==> config.mk <==
export PLATFORM = sky130hd
export DESIGN_NAME = mic_alu_seq
export DESIGN_NICKNAME = d
export VERILOG_FILES = /design/src/rtl/mic_alu_seq.sv
export SDC_FILE = /design/constraint.sdc
export NUM_CORES = 1
export LEC_CHECK = 0
export ABC_AREA = 1
export CAP_MARGIN = 20
export CORE_AREA = 2 2 140 142
export CTS_BUF_LIST = sky130_fd_sc_hd__clkbuf_8
export CTS_CLUSTER_DIAMETER = 200
export DETAILED_ROUTE_END_ITERATION = 6
export DIE_AREA = 0 0 142 144
export HOLD_SLACK_MARGIN = 0.06
export PLACE_DENSITY_LB_ADDON = 0.3
export SLEW_MARGIN = 10
export SYNTH_ARGS = -nofsm -noshare
export SYNTH_HDL_FRONTEND = slang
export SYNTH_SLANG_ARGS = --single-unit
export TNS_END_PERCENT = 100
==> constraint.sdc <==
create_clock -name clk -period 6.3 [get_ports clk]
set_input_delay 1.26 -clock clk [delete_from_list [all_inputs] [get_ports clk]]
set_output_delay 1.26 -clock clk [all_outputs]
set_load 0.03 [all_outputs]
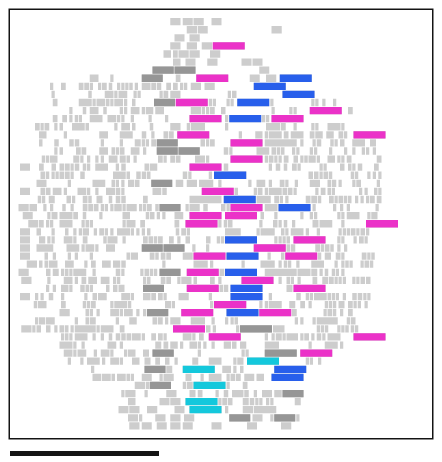
Run 1: sequential cells grouped by signal name
The bar under the picture is 50 µm long. Other sequential cells in the stronger gray, the rest of the logic in the fainter gray.
legend:
  p:
    color: magenta
    sequential_cells: 32
  cnt:
    color: cyan
    sequential_cells: 5
    where: south
  xr:
    color: blue
    sequential_cells: 16
flip-flop and latch power: 0.593 mW
sequential share of cell area: 0.272

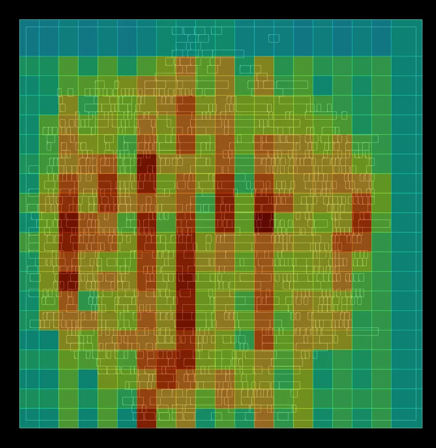
Run 1: routing congestion
fraction of met1 tracks used by global routing: 0.240
share of the core filled with cells: 0.396
Global Route Usage Sum: 0.188

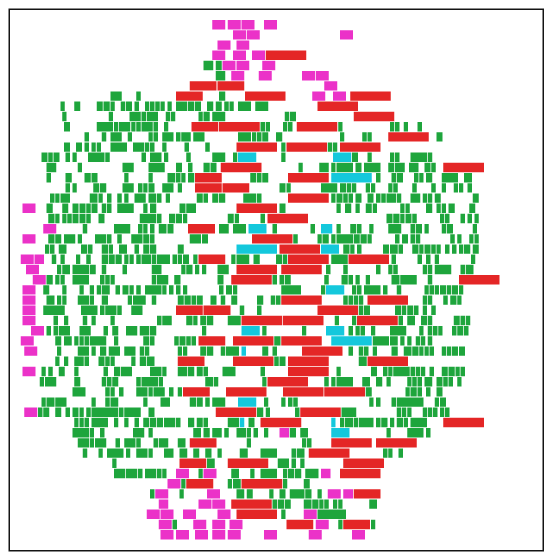
Run 1: cell classes on the final placement
legend:
  registers:
    color: red
    cells: 75
  clock drivers and dummy loads:
    color: cyan
    cells: 16
  remaining logic cells:
    color: green
    cells: 835
  remaining buffers and delay cells:
    color: magenta
    cells: 68
post-route cell area: 7550 µm²
number of cell rows: 51
Core ar.: 19100 µm²

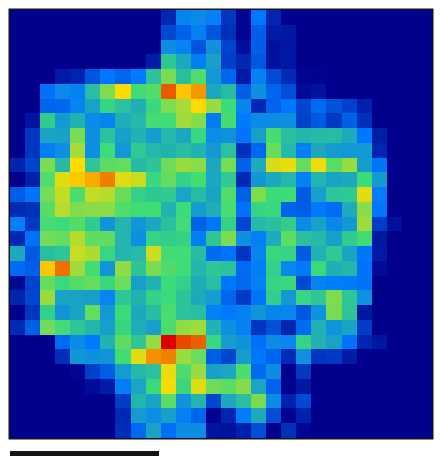
Run 1: signal metal coverage by tile
The bar under the picture is 50 µm long. 28 x 29 tiles, from dark blue (low) to red (high), scaled to the fullest tile. Values are wire area over tile area, all layers added.
nearly empty tiles: 31%
emptiest ninth of the die: north-east
densest ninth of the die: west
via count: 6244
routed wire length: 18700 µm

==> results.txt, run 1 <==
Implementation numbers.

- The number of nets in the layout reads 1068.
- The most common logic cells in the final layout are nand2_1, inv_1, nor2_1, nand3_1, clkdlybuf4s50_1.
- For the worst setup path, the data required time is 6.55 ns.
- The number of warnings in the stage logs reads 27.
- The number of primary I/O pins reads 64.
- The highest clock frequency the design can meet is 241 MHz.
- The total design power is 1.61 mW.
- The remaining global-route overflow is 0.
- The cell leakage power is 3.55 nW.
- The portion of synthesized cell area occupied by the leading cell type is 0.251.
- The number of antenna repair diodes is 0.
- The largest cell class by area is combinational gates.
- Summed over all nets, the switching power comes to 0.573 mW.
- By count the netlist is led by nand2_1, inv_1, nor2_1.
- The critical path's most frequent cell is nand3_1.
- The CTS H-tree depth reads 3.
- The flow inserted 238 tap cells.
- The count of non-CTS inverters in the layout is 138.
- The latest clock arrival within the worst-skew pair is 0.35 ns.
- Leaving out buffers and inverters, the combinational logic in the layout accounts for 3780 µm².
- The total of flip-flops plus latches after synthesis is 75.
- The number of endpoints with negative hold slack in the final report is 0.
- The clock tree has to reach 75 sinks.
- The hold-fix buffer count after cts is 0.
- The clock buffer count reads 9.
- The power density normalized to cell area is 214 nW/µm².
- The run finished with clean final reports.
- The initial antenna violation count reads 0.
- The critical path contains buffers and inverters numbering 3 combined.
- Global routing put the most usage on met2.
- The met3 track demand over resource reads 0.0182.
- In this run the tightest slew margin relative to its limit is 0.340.
- The reg2reg setup slack is 3.09 ns.
- The top contributor to total power reads sequential cells.
- The critical path depth in cells reads 16.
- In this run the critical path is formed by clkdlybuf4s50_1, xor2_1, inv_1, ha_1, fa_1, nand2_1, nand3_1, o21ai_2, inv_2, a21oi_1, or2_1, nand3_1, nand3_1, nand2_1, o21ai_1, a21oi_1.
- The internal power is 1.04 mW.
- Of the total power, combinational logic draws 0.356.
- The pin count of the biggest net entering global routing reads 37.
- The final timing summary puts the cycle share of the worst path at 0.659.
[run 1: through the flow]
step            util  setup WS, ns  cell area, µm²
2_1_floorplan      -          2.56            6570
3_3_place_gp   0.383          1.81            7310
3_5_place_dp   0.383          1.78            7310
4_1_cts        0.396          2.15            7550
5_1_grt        0.396          1.95            7550
6_report       0.396          2.15            7550
[run 1: layer usage]
layer	vias up	routed length [µm]
met1	2886	8520
met2	139	9190
li1	3194	-
met5	-	0
met3	25	663
met4	0	359
[run 1: cells by family (layout without fill, tap and decap cells)]
group | count (synthesis) | in the layout | share of synthesized area
DFF | 75 | 75 | 0.312
xor gates and xnor gates | 38 | 38 | 0.0507
and+or+nand+nor | 462 | 462 | 0.300
adders and majority gates | 36 | 36 | 0.0709
buffers and inverters | 170 | 222 | 0.114
AOI/OAI and AO/OA | 161 | 161 | 0.151
Run 1, wiring by layer:
The bar under the picture is 50 µm long.
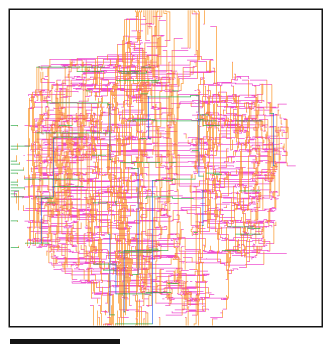

--- run 2 (diff from run 1) ---
- clock period: 6.3 -> 3.93 ns (I/O delays scaled with it)
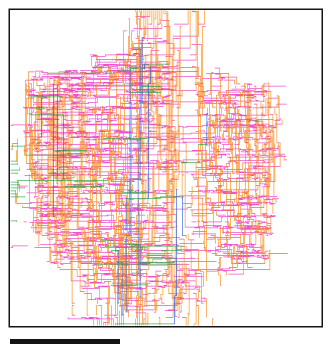
Run 2: wiring by layer
The bar under the picture is 50 µm long.
legend:
  M4:
    color: blue
    wire_length: 650 µm
  M3:
    color: green
    wire_length: 711 µm
  M1:
    color: magenta
    wire_length: 8510 µm
  M2:
    color: orange
    wire_length: 9070 µm
Global Route Usage Sum: 0.189
routed wire length: 18900 µm
via count: 6267

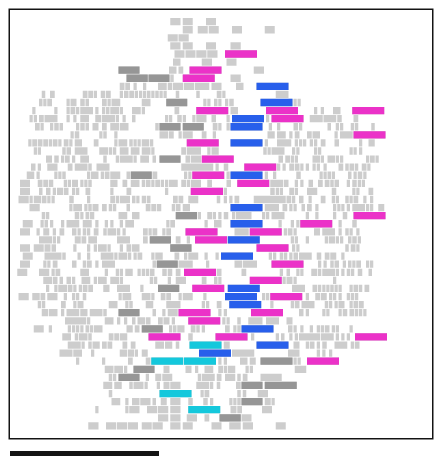
Run 2: sequential cells grouped by signal name
The bar under the picture is 50 µm long. Other sequential cells in the stronger gray, the rest of the logic in the fainter gray.
legend:
  xr:
    color: blue
    sequential_cells: 16
  p:
    color: magenta
    sequential_cells: 32
  cnt:
    color: cyan
    sequential_cells: 5
    where: south
share of the core filled with cells: 0.398
FF+latch area: 2050 µm²
sequential share of cell area: 0.270
flip-flop and latch power: 0.950 mW

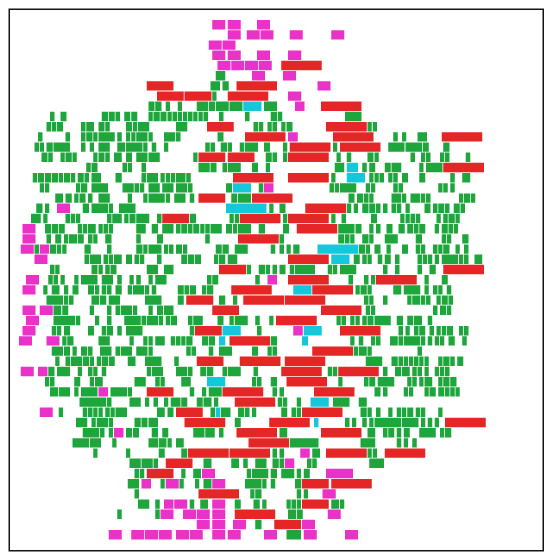
Run 2: cell classes on the final placement
legend:
  registers:
    color: red
    cells: 75
  remaining logic cells:
    color: green
    cells: 835
  remaining buffers and delay cells:
    color: magenta
    cells: 77
  clock drivers and dummy loads:
    color: cyan
    cells: 16
post-route cell area: 7600 µm²

==> results.txt, run 2 <==
Implementation numbers.

- Result of the run: complete, no violations (unchanged).
- Critical-path cell list: clkdlybuf4s50_1, nand2_1, xor2_1, inv_1, ha_1, fa_1, nand2_1, nand3_1, o21ai_2, inv_2, a21oi_1, or2_1, nand3_1, nand3_1, nand2_1, o21ai_1, a21oi_1 (was clkdlybuf4s50_1, xor2_1, inv_1, ha_1, fa_1, nand2_1, nand3_1, o21ai_2, inv_2, a21oi_1, or2_1, nand3_1, nand3_1, nand2_1, o21ai_1, a21oi_1).
- The highest routing layer actually used is met4 (unchanged).
- The post-synthesis mux area share is 0 (unchanged).
- The number of sinks handled by clock tree synthesis reads 75 (unchanged).
- The post-synthesis share of cell area spent on and, or, nand and nor gates is 0.300 (unchanged).
- The total of flip-flops plus latches after synthesis reads 75 (unchanged).
- The relative contribution of combinational cells to total power is 0.368 (was 0.356).
- Top Layout Cells: nand2_1, inv_1, nor2_1, nand3_1, clkdlybuf4s50_1 (unchanged).
- The floorplan row count is 51 (unchanged).
- The detailed route wirelength on metal2 was 9070 µm (was 9190 µm).
- The total buffers and inverters traversed by the critical path reads 3 (unchanged).
- The hold-fix buffer count after cts is 0 (unchanged).
- The dominant combinational cell family by area after synthesis is simple AND/OR/NAND/NOR gates (unchanged).
- The relative max-transition margin is 0.358 (was 0.340).
- The latest clock arrival within the worst-skew pair reads 0.36 ns (was 0.35 ns).
- The number of nets in the layout reads 1077 (was 1068).
- The total design power reads 2.53 mW (was 1.61 mW).
- The internal power came to 1.61 mW (was 1.04 mW).
- Ranking of synthesized cells by instance count: nand2_1, inv_1, nor2_1 (unchanged).
- The routed metal-1 wirelength reads 8510 µm (was 8520 µm).
- The number of warnings in the stage logs came to 27 (unchanged).
- The adder-cell share of the synthesized area was 0.0709 (unchanged).
- The XOR/XNOR share of the synthesized area is 0.0507 (unchanged).
- The number of primary I/O pins came to 64 (unchanged).
- The cell leakage power was 3.59 nW (was 3.55 nW).
- The number of antenna repair diodes is 0 (unchanged).
- The critical path depth in cells is 17 (was 16).
- The worst setup slack after layout was 0.722 ns (was 2.15 ns).
- The remaining global-route overflow came to 0 (unchanged).
- The post-cts repair resize count is 0 (unchanged).
- The number of endpoints with negative hold slack in the final report is 0 (unchanged).
- The pin count of the biggest net entering global routing reads 29 (was 37).
- The placement-stage cell area reads 7390 µm² (was 7310 µm²).
- The net switching power of the design reads 0.915 mW (was 0.573 mW).
- The reg2reg setup slack came to 1.03 ns (was 3.09 ns).
- The portion of synthesized cell area occupied by the leading cell type reads 0.251 (unchanged).
- The power density normalized to cell area is 332 nW/µm² (was 214 nW/µm²).
- The post-layout period usage of the worst path reads 0.816.
- Based on the critical path, the design can be clocked at up to 312 MHz.
- The core outline area reads 19100 µm² (unchanged).
## run 2: layout make-up
type	instances	area [µm²]
Clock inverter	7	86.3
Tap cell	238	298
Sequential cell	75	2050
Inverter	138	518
Multi-Input combinational cell	697	3780
Fill cell	1953	11500
Clock buffer	9	124
Timing Repair Buffer	77	748
## run 2: metal layers
layer	GRT usage	vias up
met2	0.325	165
met5	0	-
met1	0.246	2858
met3	0.0175	38
li1	-	3206
met4	0.0763	0
## run 2: power by group through the flow
stage	logic, mW	clock network (mW)	registers, mW
6_report	0.929	0.646	0.950
3_3_place_gp	0.920	0	0.967
3_5_place_dp	0.921	0	0.968
5_1_grt	1.05	0.686	0.956
2_1_floorplan	0.638	0	0.985
4_1_cts	0.926	0.655	0.950
Power is estimated from default activity; no workload was simulated.
